**src/rtl/tug_match_ctrl.sv**
```systemverilog
// Tug-of-war match controller: rope position, round wins from button rising edges,
// per-player scores and match winner at a target score.
module tug_match_ctrl #(
   parameter int unsigned NUM_LIGHTS    = 9,
   parameter int unsigned WINS_TO_MATCH = 3,
   parameter int unsigned SCORE_W       = 3
) (
   input  logic                  clk,
   input  logic                  reset,
   input  logic                  left,
   input  logic                  right,
   input  logic                  new_match,
   output logic [NUM_LIGHTS-1:0] lights,
   output logic [SCORE_W-1:0]    p1_score,
   output logic [SCORE_W-1:0]    p2_score,
   output logic                  round_win,
   output logic                  round_player,
   output logic                  match_over,
   output logic                  match_player
);

   localparam int unsigned          LP_CENTRE    = NUM_LIGHTS / 2;
   localparam logic [NUM_LIGHTS-1:0] LP_CENTRE_OH = NUM_LIGHTS'(1) << LP_CENTRE;
   localparam logic [SCORE_W-1:0]    LP_TARGET    = SCORE_W'(WINS_TO_MATCH);

   typedef enum logic {
      ST_PLAY = 1'b0,
      ST_OVER = 1'b1
   } state_t;

   state_t                  r_state;
   logic                    r_left_q;
   logic                    r_right_q;
   logic [NUM_LIGHTS-1:0]   r_lights;
   logic [SCORE_W-1:0]      r_p1_score;
   logic [SCORE_W-1:0]      r_p2_score;
   logic                    r_round_win;
   logic                    r_round_player;
   logic                    r_match_over;
   logic                    r_match_player;

   logic                    w_le;
   logic                    w_re;
   logic                    w_le_only;
   logic                    w_re_only;
   logic                    w_p1_win;
   logic                    w_p2_win;
   logic [SCORE_W-1:0]      w_p1_next;
   logic [SCORE_W-1:0]      w_p2_next;

   // Rising edges; simultaneous edges cancel each other
   assign w_le      = left  & ~r_left_q;
   assign w_re      = right & ~r_right_q;
   assign w_le_only = w_le & ~w_re;
   assign w_re_only = w_re & ~w_le;

   assign w_p1_win  = w_re_only & r_lights[0];
   assign w_p2_win  = w_le_only & r_lights[NUM_LIGHTS-1];
   assign w_p1_next = r_p1_score + SCORE_W'(1);
   assign w_p2_next = r_p2_score + SCORE_W'(1);

   always_ff @(posedge clk or negedge reset) begin
      if (!reset) begin
         r_state        <= ST_PLAY;
         r_left_q       <= 1'b0;
         r_right_q      <= 1'b0;
         r_lights       <= LP_CENTRE_OH;
         r_p1_score     <= '0;
         r_p2_score     <= '0;
         r_round_win    <= 1'b0;
         r_round_player <= 1'b0;
         r_match_over   <= 1'b0;
         r_match_player <= 1'b0;
      end else begin
         r_left_q    <= left;
         r_right_q   <= right;
         r_round_win <= 1'b0;
         if (new_match) begin
            r_state      <= ST_PLAY;
            r_lights     <= LP_CENTRE_OH;
            r_p1_score   <= '0;
            r_p2_score   <= '0;
            r_match_over <= 1'b0;
         end else if (r_state == ST_PLAY) begin
            if (w_p1_win) begin
               r_round_win    <= 1'b1;
               r_round_player <= 1'b0;
               r_p1_score     <= w_p1_next;
               r_lights       <= LP_CENTRE_OH;
               if (w_p1_next == LP_TARGET) begin
                  r_state        <= ST_OVER;
                  r_match_over   <= 1'b1;
                  r_match_player <= 1'b0;
               end
            end else if (w_p2_win) begin
               r_round_win    <= 1'b1;
               r_round_player <= 1'b1;
               r_p2_score     <= w_p2_next;
               r_lights       <= LP_CENTRE_OH;
               if (w_p2_next == LP_TARGET) begin
                  r_state        <= ST_OVER;
                  r_match_over   <= 1'b1;
                  r_match_player <= 1'b1;
               end
            end else if (w_re_only) begin
               r_lights <= r_lights >> 1;
            end else if (w_le_only) begin
               r_lights <= r_lights << 1;
            end
         end
      end
   end

   assign lights       = r_lights;
   assign p1_score     = r_p1_score;
   assign p2_score     = r_p2_score;
   assign round_win    = r_round_win;
   assign round_player = r_round_player;
   assign match_over   = r_match_over;
   assign match_player = r_match_player;

endmodule

```
**config.mk**
```make
export PLATFORM = sky130hd
export DESIGN_NAME = tug_match_ctrl
export DESIGN_NICKNAME = d
export VERILOG_FILES = /design/src/rtl/tug_match_ctrl.sv
export SDC_FILE = /design/constraint.sdc
export NUM_CORES = 1
export LEC_CHECK = 0
export CAP_MARGIN = 30
export CELL_PAD_IN_SITES_DETAIL_PLACEMENT = 0
export CELL_PAD_IN_SITES_GLOBAL_PLACEMENT = 2
export CORE_MARGIN = 8
export CORE_UTILIZATION = 32
export DETAILED_ROUTE_END_ITERATION = 8
export PLACE_DENSITY_LB_ADDON = 0.1
export SLEW_MARGIN = 20
export SYNTH_ARGS = -nofsm -noshare
export SYNTH_HDL_FRONTEND = slang
export SYNTH_SLANG_ARGS = --single-unit
```
**constraint.sdc**
```tcl
create_clock -name clk -period 1.77 [get_ports clk]
set_clock_uncertainty 0.2 [all_clocks]
set_input_delay 0.2655 -clock clk [delete_from_list [all_inputs] [get_ports clk]]
set_output_delay 0.2655 -clock clk [all_outputs]
set_load 0.02 [all_outputs]
```
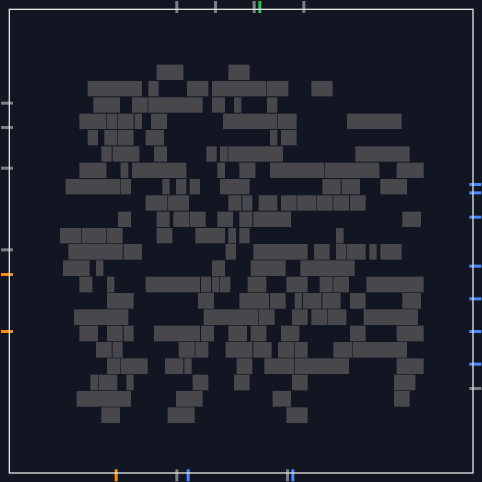
(images/pins.png)
Drawn at 6 px/um. Pins as bars across the die edge, other pins in grey.
legend:
  lights:
    colour: blue
    pins: 9
    direction: output
    edge: 7 east, 2 south
  round_player:
    colour: green
    pins: 1
    direction: output
    edge: north
  p2_score:
    colour: orange
    pins: 3
    direction: output
    edge: 2 west, 1 south
die width: 77.0 um
Die Ht: 77.0 um

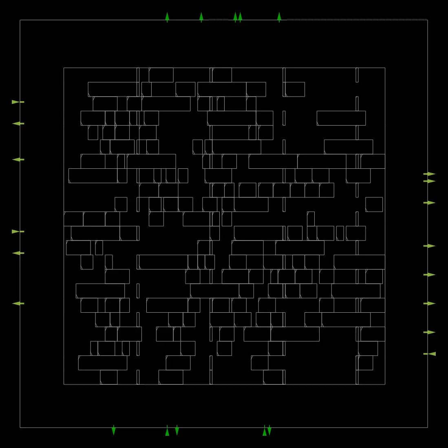
(images/final_placement.png)
final cell count without fillers: 209
Core Rows: 22
utilization after layout: 47.5%
flop share of the area: 32.0%
FFs & Latches: 22

==> impl_metrics.ini <==
; generated from flow reports
[final_layout]
signal_buffer_area_fraction_pct = 26.2
n_fill_cell = 370
drive_above_1_share_pct = 26.1
seq_area_um2 = 552
n_all_buffers = 50
clk_share_pct = 2.61
fin_area_um2 = 1720
sh_comb_area_pct = 34.0
num-multi-input-gates = 77
largestClassByArea = logic gates
nNonClkInverters = 8
fin_nets = 171
num-clock-buffers = 4
areaGrowthSynthToFinish_pct = 44.6
layout_top_cell = buf_4

[hold_path]
min_to = r_left_q$_DFF_PN0_
hp-class = in -> reg
min_from = left
holdPathStages = 1

[yosys]
ys_area_um2 = 1190
yosysMostFrequentCell = dfrtp_1
edf_count = 0
synth.cellmix.compoundShare_pct = 19.8
ys_seq_share_pct = 46.3
numSynthFlops = 22
synth_cells = 112
async_flop_share_pct = 100
ys_sh_simple_pct = 20.6
netlist_area_um2 = 1190
ys_cells = 112
mappedNetlistNets = 121
xor_share_pct = 2.94
synth.logic.top_family = simple AND/OR/NAND/NOR gates
ys_warn_count = 0
fa_ha_area_share_pct = 4.20
synth.distinct_cells = 43
mux_share_pct = 0.944
post_synth.cell_area_avg_um2 = 10.6
flop_cell = dfrtp_1

[power]
clock_net_power_w = 0.000321
seq-power_w = 0.000523
powerComb_w = 0.000131
cellPowerDensity_nw_per_um2 = 566
leakagePower_nw = 0.906
p_seq_share_pct = 53.6
p_clk_share_pct = 32.9
internal_power_w = 0.000735
combPwrFrac_pct = 13.5
power_leader = sequential cells
post-layout-total-power_w = 0.000976
p_sw_share_pct = 24.6

[sta]
fin_tns_setup_ns = 0
worst_slack_ns = 0.0546
fmax_ghz = 0.583
fin_crit_ns = 1.72
setup_viol = 0
finalCritPeriodShare_pct = 96.9
hold_slack_ns = 0.00196
rsz0062_at_grt = true
finalHoldViolations = 0

[critical_path]
slowest_delay_ns = 0.43
worstSetupEndpoint = p2_score[2]$_DFFE_PN0P_
crit_cells = 6
arrival_ns = 1.66
critPathLaunchType = input port
timing.rr.start = p2_score[0]$_DFFE_PN0P_
reg2reg_slack_ns = 0.09
worstSetupStartpoint = right
cp.required_ns = 1.72
crit_chain = clkdlybuf4s50_1 -> nor2b_4 -> buf_4 -> nor4_4 -> nand2_1 -> mux2_1
r2r-end = match_player$_DFFE_PN0P_
path_max_fanout = 6
reg2regPathDepth = 5

[clock_network]
clk_pin_slew_ns = 0.08
clkLatencyLatePin_ns = 0.26
cts_setup_buffers = 0
numCtsBuffers = 3
h-tree-depth = 1
cts.sinks = 22
cts_hold_buf = 0
cts-root-buf = clkbuf_8
cts_tree = built

[global_route]
grt_overflow = 0
antenna_found_initial = 0
met2_usage_pct = 17.7
met3_usage_pct = 2.80
top_usage_layer = met2
grt_pass1_vias = 1073
use_met1_pct = 11.6

[detailed_routing]
wl_met1_um = 1350
dr.pass1.iters = 4
drc = 0
dr.max_layer_used = met4
ant_nets = 0
routed-wl-met2_um = 1470

[place]
io_buffer_count = 23
dpl_cell_area_um2 = 1640
place_congestion = 0.740
dp_hpwl_um = 2240
placed_cells = 203
place_ws_ns = -0.249

[floorplanning]
dieArea_um2 = 5940
initCoreUtil_pct = 32.8
nWellTaps = 48
core-area_um2 = 3630

[flow_run]
max_cap_viol_count = 0

[status]
outcome = completed
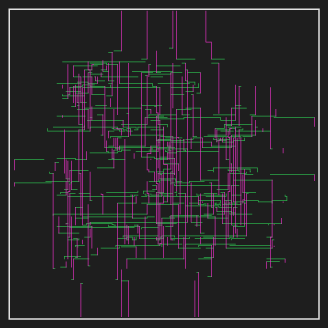
(images/metal_stack.png)
Drawn at 4 px/um. Two of the layers only.
legend:
  met1:
    colour: green
    wire_length: 1350 um
  met2:
    colour: magenta
    wire_length: 1470 um
total vias in the final route: 1025
total wire length: 2990 um
wire per inst: 14.3 um
GRT Util Overall: 10.1%

